Design freelist_flat, sky130hd; sources not shown.
Fig. 1: run 1, M1 wires
Scale bar: 100 µm.
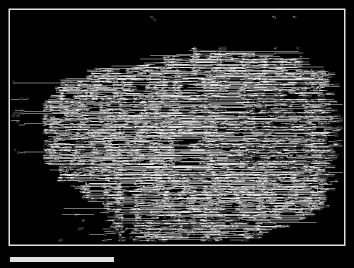
nets with wire on the layer: 1844
main direction: horizontal
final WL: 103500 µm
GR Util met1: 39.77%
DR vias: 19050

Fig. 2: run 1, M2 wires
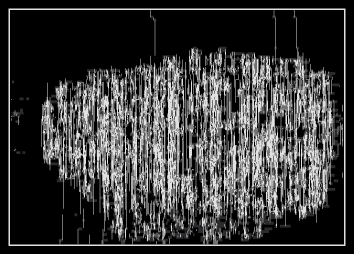
share of all routed wire: 37%
main direction: vertical
wire length on this layer: 37.9 mm
nets with wire on the layer: 1627
GR Util met2: 35.17%

Fig. 3: run 1, the metal 3 layer
Scale bar: 100 µm.
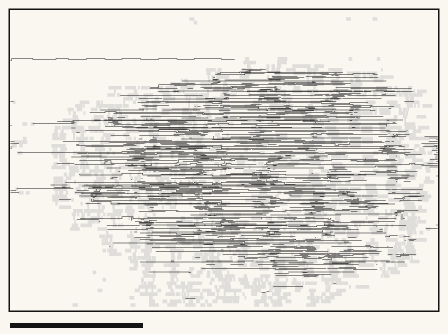
nets with wire on the layer: 397
main direction: horizontal
longest straight run: 240 µm
share of all routed wire: 18%
wire length on this layer: 18800 µm
GRT met3 Usage: 14.77%

==> flow_summary.toml, run 1 <==
# synthesis and place-and-route metrics
[critical_path]
critPathMaxFanout = 35
reg2reg_slack_ns = 7.25
critPathKind = "in -> out"
worstPathCellList = "clkdlybuf4s50_1, ha_1, ha_4, ha_2, a21oi_1, xnor2_2, buf_4, mux4_2, mux4_2, mux2_2, clkdlybuf4s50_1"
cp-end-kind = "output pin"

[final_timing]
setup_viol = 0
fin_hold_ws_ns = 0.6255
hold_viol = 0
slew_violations = 0
finalCritPeriodShare_pct = 89.34
fmax_mhz = 77.19

[drt]
drc = 0
drt_pass1_iterations = 7

[yosys]
synth-adder-area-share_pct = 3.415
netlist.top_cell.by_area = "dfxtp_1"
simple_gate_share_pct = 18.30
yosys_area_um2 = 17880
synthMuxAreaShare_pct = 25.05
async_flop_share_pct = 0
synthTopLogicFamily = "multiplexers"
compound_area_share_pct = 23.16
synth_area_um2 = 17880
flop_cell = "dfxtp_1"

[clock_network]
cts_tree = "done"
cts_resized = 0
cts_sinks = 209
cts_buffers = 26

[placed_design]
gp_congestion = 1.097

[cells_and_area]
inverters = 23
buf_share_pct = 4.826
fin_util_pct = 29.01
fin_area_um2 = 20400

[die]
taps = 954
ios = 55
rows = 81
core_region_area_um2 = 70340

[grt]
grt.overflow.total = 0
track_usage_pct = 27.88

[power_and_ir_drop]
pwr-share-seq_pct = 21.9

[run_status]
status = "finished, final reports clean"
## run 1: power by group through the flow
stage	Clock (mW)	Combinational (mW)	Sequential (mW)
4_1_cts	0.734	2.22	0.843
3_5_place_dp	0	2.21	0.855
6_report	0.737	2.30	0.853
2_1_floorplan	0	1.60	0.731
3_3_place_gp	0	2.18	0.854
5_1_grt	0.757	2.42	0.841
## run 1: critical path: cells and delay by family
kind	cells	cell delay [ns]
compound gates	1	0.27
xor+xnor	1	0.15
fa+ha+maj	3	0.68
buf+inv	3	1.90
mux	3	1.24
## run 1: layer usage
metal | vias up | global-route usage [%] | part of all wire (%)
li1 | 7559 | - | -
met1 | 9757 | 39.77 | 42
met2 | 1543 | 35.17 | 37
met3 | 195 | 14.77 | 18
met4 | 0 | 7.788 | 3.0
met5 | - | 0 | 0
Fig. 4: run 1, cell outlines without signal wires
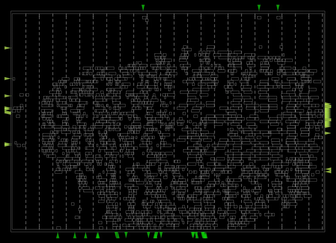

## Run 2: what changed since run 1
--- a/config.mk
+++ b/config.mk
@@ -11,6 +11,7 @@
 export CTS_CLUSTER_SIZE = 16
 export DETAILED_ROUTE_END_ITERATION = 7
 export PLACE_DENSITY = 0.47
+export REMOVE_ABC_BUFFERS = 1
 export SLEW_MARGIN = 20
 export SYNTH_ARGS = -nofsm -noshare
 export SYNTH_HDL_FRONTEND = slang
Fig. 5: run 2, cell outlines without signal wires
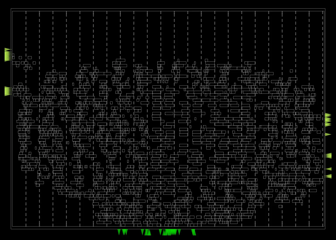
Seq Cell Count: 209
flop share of the area: 20.54%
TAP cells: 954
fin cells: 2854

Fig. 6: run 2, M1 wires
Scale bar: 100 µm.
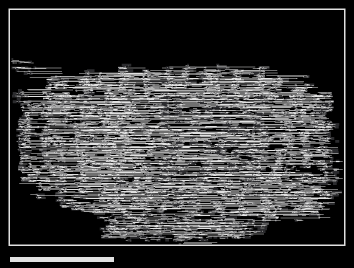
wire length on this layer: 44.0 mm
longest straight run: 87.9 µm
DR vias: 19190
GR Util met1: 40.17%
final WL: 104000 µm

Fig. 7: run 2, the metal 3 layer
Scale bar: 100 µm.
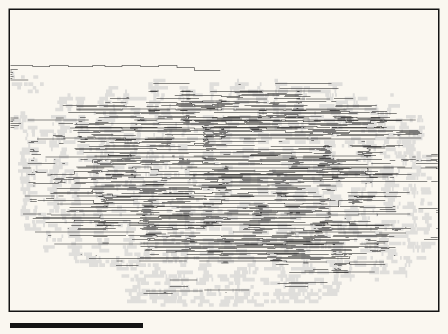
GRT met3 Usage: 15.61%

==> run 2 against run 1 <==
Effect of this change: design area about the same; flip-flop count did not move; final cell count fell by 0.17%; critical path depth unchanged; sequential share of layout area about the same; worst setup slack gained 0.083 ns; highest routed layer is now met5.
==> flow_summary.toml, run 2 <==
# synthesis and place-and-route metrics
[clock_network]
cts_buffers = 26
cts_tree = "done"
cts_resized = 0
cts_sinks = 209

[critical_path]
critPathMaxFanout = 35
reg2reg_slack_ns = 7.24
slowest_delay_ns = 0.71
worstPathCellList = "clkdlybuf4s50_1, ha_1, ha_4, ha_2, a21oi_1, xnor2_2, buf_4, mux4_2, mux4_2, mux2_2, clkdlybuf4s50_1"
critPathKind = "in -> out"
cp.depth = 11
cpLargestDelayFamily = "buffers and inverters"
cp-end-kind = "output pin"
path_buffers = 3

[final_timing]
hold_viol = 0
fmax_mhz = 77.69
setup_viol = 0
fin_hold_ws_ns = 0.6153
finalCritPeriodShare_pct = 88.77

[cells_and_area]
buf_share_pct = 4.962
fin_area_um2 = 20400
inverters = 23
signal_buffers = 118

[grt]
grt.overflow.total = 0
track_usage_pct = 28.19
use_met2_pct = 34.77

[placed_design]
gp_congestion = 1.064

[drt]
drc = 0
wl_met1_um = 44010
met3_length_um = 19220

[power_and_ir_drop]
ir_drop_uv = 150.9

[die]
core_region_area_um2 = 70340
rows = 81

[yosys]
yosysWarnings = 0
flop_cell = "dfxtp_1"
synth_area_um2 = 17880
netlist.top_cell.by_area = "dfxtp_1"
async_flop_share_pct = 0

[run_status]
status = "finished, final reports clean"
## run 2: cell families after synthesis
kind of cell	count (synthesis)	synth area share, %
and+or+nand+nor	685	18.30
AOI/OAI and AO/OA	517	23.16
muxes	224	25.05
buffers and inverters	220	4.927
DFF	209	23.40
adders and majority gates	44	3.415
xor gates and xnor gates	33	1.743
## run 2: report_power, final
group	internal (mW)	switching [mW]	total, mW
combinational	0.858	1.51	2.37
sequential	0.644	0.185	0.830
clock	0.410	0.305	0.715
total	1.91	2.00	3.91
## run 2: stage by stage
step	instances	power [mW]	util, %
after floorplan	1735	2.252	-
after global placement	2807	3.090	27.62
after detailed placement	2807	3.108	27.64
after CTS	2853	3.821	28.90
after global routing	2853	4.038	29.00
final	2854	3.914	29.00
No activity file was given, so power comes from the tool's default toggle rates.
